<file path="src/rtl/keypad_digit_capture_if.sv">
// Keypad capture bus: scanner-side key-held flag and position in, captured digits and status out.
interface keypad_digit_capture_if;
  logic       press;
  logic [1:0] pressed_row;
  logic [1:0] pressed_col;
  logic [3:0] new_digit;
  logic [3:0] prev_digit;
  logic       key_valid;
  logic       key_held;

  modport master (
    output press, pressed_row, pressed_col,
    input  new_digit, prev_digit, key_valid, key_held
  );

  modport slave (
    input  press, pressed_row, pressed_col,
    output new_digit, prev_digit, key_valid, key_held
  );
endinterface

</file>
<file path="src/rtl/keypad_digit_capture.sv">
// Debounces keypad press/release and shifts each accepted key into a two-digit history.
module keypad_digit_capture #(
  parameter int DEBOUNCE_CYCLES = 20
) (
  input  logic                  clk,
  input  logic                  reset,
  keypad_digit_capture_if.slave kp
);

  localparam int CW = $clog2(DEBOUNCE_CYCLES);
  localparam logic [CW-1:0] CNT_LAST = CW'(DEBOUNCE_CYCLES - 1);

  typedef enum logic [1:0] {IDLE, DB_PRESS, HELD, DB_RELEASE} state_t;

  state_t        r_state;
  state_t        w_state_next;
  logic [CW-1:0] r_cnt;
  logic [CW-1:0] w_cnt_next;
  logic [3:0]    r_cand;
  logic [3:0]    w_cand_next;
  logic [3:0]    w_key;
  logic          w_accept;
  logic [3:0]    r_new_digit;
  logic [3:0]    r_prev_digit;
  logic          r_key_valid;
  logic          r_key_held;

  function automatic logic [3:0] decode(input logic [3:0] rc);
    case (rc)
      4'h0: decode = 4'h1;
      4'h1: decode = 4'h2;
      4'h2: decode = 4'h3;
      4'h3: decode = 4'hA;
      4'h4: decode = 4'h4;
      4'h5: decode = 4'h5;
      4'h6: decode = 4'h6;
      4'h7: decode = 4'hB;
      4'h8: decode = 4'h7;
      4'h9: decode = 4'h8;
      4'hA: decode = 4'h9;
      4'hB: decode = 4'hC;
      4'hC: decode = 4'hE;
      4'hD: decode = 4'h0;
      4'hE: decode = 4'hF;
      default: decode = 4'hD;
    endcase
  endfunction

  assign w_key = {kp.pressed_row, kp.pressed_col};

  always_comb begin
    w_state_next = r_state;
    w_cnt_next   = r_cnt;
    w_cand_next  = r_cand;
    w_accept     = 1'b0;
    case (r_state)
      IDLE: begin
        if (kp.press) begin
          w_state_next = DB_PRESS;
          w_cand_next  = w_key;
          w_cnt_next   = '0;
        end
      end
      DB_PRESS: begin
        if (!kp.press) begin
          w_state_next = IDLE;
        end else if (w_key != r_cand) begin
          // A different key restarts the debounce window on the new candidate.
          w_cand_next = w_key;
          w_cnt_next  = '0;
        end else if (r_cnt == CNT_LAST) begin
          w_state_next = HELD;
          w_accept     = 1'b1;
        end else begin
          w_cnt_next = r_cnt + 1'b1;
        end
      end
      HELD: begin
        if (!kp.press) begin
          w_state_next = DB_RELEASE;
          w_cnt_next   = '0;
        end
      end
      DB_RELEASE: begin
        if (kp.press) begin
          w_state_next = HELD;
        end else if (r_cnt == CNT_LAST) begin
          w_state_next = IDLE;
        end else begin
          w_cnt_next = r_cnt + 1'b1;
        end
      end
      default: begin
        w_state_next = IDLE;
        w_cnt_next   = '0;
      end
    endcase
  end

  always_ff @(posedge clk or negedge reset) begin
    if (!reset) begin
      r_state      <= IDLE;
      r_cnt        <= '0;
      r_cand       <= '0;
      r_new_digit  <= '0;
      r_prev_digit <= '0;
      r_key_valid  <= 1'b0;
      r_key_held   <= 1'b0;
    end else begin
      r_state     <= w_state_next;
      r_cnt       <= w_cnt_next;
      r_cand      <= w_cand_next;
      r_key_valid <= w_accept;
      r_key_held  <= (w_state_next == HELD) || (w_state_next == DB_RELEASE);
      if (w_accept) begin
        r_prev_digit <= r_new_digit;
        r_new_digit  <= decode(r_cand);
      end
    end
  end

  assign kp.new_digit  = r_new_digit;
  assign kp.prev_digit = r_prev_digit;
  assign kp.key_valid  = r_key_valid;
  assign kp.key_held   = r_key_held;

endmodule

</file>
<file path="src/flat_wrapper.sv">
// flat-port wrapper written by rule: the top's interface ports become plain ports
module keypad_digit_capture_flat 
#(
  parameter int DEBOUNCE_CYCLES = 20
)
  (clk, reset, kp_press, kp_pressed_row, kp_pressed_col, kp_new_digit, kp_prev_digit, kp_key_valid, kp_key_held);
  keypad_digit_capture_if kp_i ();
  input  logic clk;
  input  logic reset;
  input wire logic [$bits(kp_i.press)-1:0] kp_press;
  input wire logic [$bits(kp_i.pressed_row)-1:0] kp_pressed_row;
  input wire logic [$bits(kp_i.pressed_col)-1:0] kp_pressed_col;
  output wire logic [$bits(kp_i.new_digit)-1:0] kp_new_digit;
  output wire logic [$bits(kp_i.prev_digit)-1:0] kp_prev_digit;
  output wire logic [$bits(kp_i.key_valid)-1:0] kp_key_valid;
  output wire logic [$bits(kp_i.key_held)-1:0] kp_key_held;
  assign kp_i.press = kp_press;
  assign kp_i.pressed_row = kp_pressed_row;
  assign kp_i.pressed_col = kp_pressed_col;
  assign kp_new_digit = kp_i.new_digit;
  assign kp_prev_digit = kp_i.prev_digit;
  assign kp_key_valid = kp_i.key_valid;
  assign kp_key_held = kp_i.key_held;
  keypad_digit_capture #(.DEBOUNCE_CYCLES(DEBOUNCE_CYCLES)) u_core (.clk(clk), .reset(reset), .kp(kp_i));
endmodule
</file>
<file path="config.mk">
export PLATFORM = sky130hd
export DESIGN_NAME = keypad_digit_capture_flat
export DESIGN_NICKNAME = d
export VERILOG_FILES = /design/src/rtl/keypad_digit_capture_if.sv /design/src/rtl/keypad_digit_capture.sv /design/src/flat_wrapper.sv
export SDC_FILE = /design/constraint.sdc
export NUM_CORES = 1
export LEC_CHECK = 0
export CORE_UTILIZATION = 45
export CTS_BUF_LIST = sky130_fd_sc_hd__clkbuf_8
export DETAILED_ROUTE_END_ITERATION = 8
export HOLD_SLACK_MARGIN = 0.1
export MAX_ROUTING_LAYER = met4
export PLACE_DENSITY = 0.83
export REMOVE_ABC_BUFFERS = 1
export SLEW_MARGIN = 5
export SYNTH_ARGS = -nofsm -noshare
export SYNTH_HDL_FRONTEND = slang
export SYNTH_SLANG_ARGS = --single-unit
</file>
<file path="constraint.sdc">
create_clock -name clk -period 1.7 [get_ports clk]
set_clock_uncertainty 0.2 [all_clocks]
set_input_delay 0.17 -clock clk [delete_from_list [all_inputs] [get_ports clk]]
set_output_delay 0.17 -clock clk [all_outputs]
set_load 0.02 [all_outputs]
</file>
### Cells colored by class

Drawn at 4 px/um.
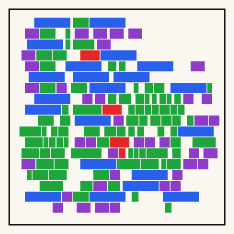
- clock drivers and dummy loads: red (cells 4)
- combinational and other logic: green (cells 85)
- remaining buffers and delay cells: purple (cells 39)
- sequential cells: blue (cells 21)
Core Region: 2500 um2
fraction of area in registers: 0.323

### Wires at chosen ports, followed through buffers

Drawn at 10 px/um.
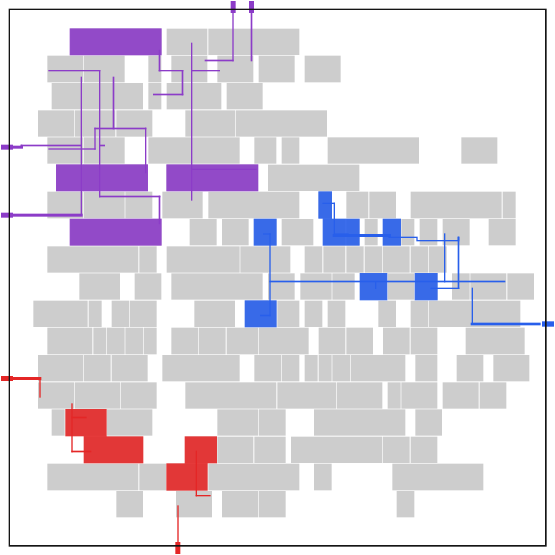
- kp_pressed_col: red (bits 2; direction input; end cells 4; buffers 2; wire 21.8 um)
- kp_new_digit: purple (bits 4; direction output; end cells 4; buffers 4; wire 122 um)
- kp_press: blue (bits 1; direction input; end cells 8; buffers 2; wire 75.8 um)
port buffer count: 16
Ports: 17

==> impl_metrics.json <==
{
  "status": "complete, but fails checks",
  "violations": "negative setup slack",
  "setup_slack_ns": -0.0793,
  "synth.avg_cell_area_um2": 10.7,
  "edf_count": 0,
  "dp_cells": 169,
  "r2r_end": "u_core.kp.prev_digit[2]",
  "gp_congestion": 0.808,
  "fin_cells": 179,
  "die_w_um": 53.5,
  "fp_util": 0.477,
  "buf_share": 0.206,
  "met1_usage": 0.240,
  "syn_area_um2": 1190,
  "simple_gate_area_frac": 0.173,
  "p_int_w": 0.000774,
  "place_ws_ns": -0.319,
  "antenna_found_initial": 0,
  "grt_use_met2": 0.342,
  "area_growth_pct": 36.4,
  "power_leader": "registers",
  "regArea_um2": 526,
  "setup_viol": 10,
  "htreeDepth": 1,
  "cpPeakStageDelay_ns": 0.41,
  "hold_path.class": "flip-flop to flip-flop",
  "synth_cell_type_count": 33,
  "fmax_mhz": 562,
  "maxUsedRoutingLayer": "met4",
  "top_cells_by_count": "21 x dfrtp_1, 11 x mux2_2, 9 x a21oi_1, 6 x inv_1, 6 x o21ai_0",
  "finalMaxSlewViolations": 0,
  "chipArea_um2": 2860,
  "use_met3": 0.0431,
  "period_used_share": 1.05,
  "final_core_util": 0.651,
  "cp_cell_sequence": "xor2_1 > nor4_4 > nand3b_4 > mux2_4",
  "rsz0062_at_grt": "true",
  "topCombFamilyByArea": "simple AND/OR/NAND/NOR gates",
  "fp.dieH_um": 53.5,
  "placed_area_um2": 1490,
  "holdPathStages": 1,
  "hold_violations": 0,
  "dr.pass1.iters": 4,
  "mi_logic_area_um2": 661,
  "synth.most_common_cell": "dfrtp_1",
  "combPwrFrac": 0.192,
  "power.switching_w": 0.000285,
  "synthAoiAreaFrac": 0.105,
  "grt_pass1_vias": 954,
  "drive_gt1_frac": 0.342,
  "postRouteAntennaNets": 0,
  "top_area_cell": "dfrtp_1",
  "drt-met1-wl_um": 1120,
  "adder_share": 0.0524,
  "numCtsBuffers": 3
}
[sequential cells by signal, indices dropped and copies added, names as in the netlist]
signal,flops
u_core.r_state,2
u_core.kp.new_digit,4
u_core.kp.key_valid,1
u_core.r_cnt,5
u_core.kp.key_held,1
u_core.r_cand,4
u_core.kp.prev_digit,4
[cells in the final DEF, fill, tap and decap left out, types with 2 or more instances in the layout]
cell type and instances:
a21oi_1 7, and2_1 2, buf_4 22, clkbuf_8 3, clkdlybuf4s50_1 16, dfrtp_1 21
ha_1 3, ha_2 2, inv_1 5, mux2_2 11, mux2i_1 4, nand2_1 3
nand3_1 3, nor2_1 5, nor3_1 4, nor3b_1 2, o211ai_1 3, o21ai_0 4
o21ai_1 2, xor2_1 3
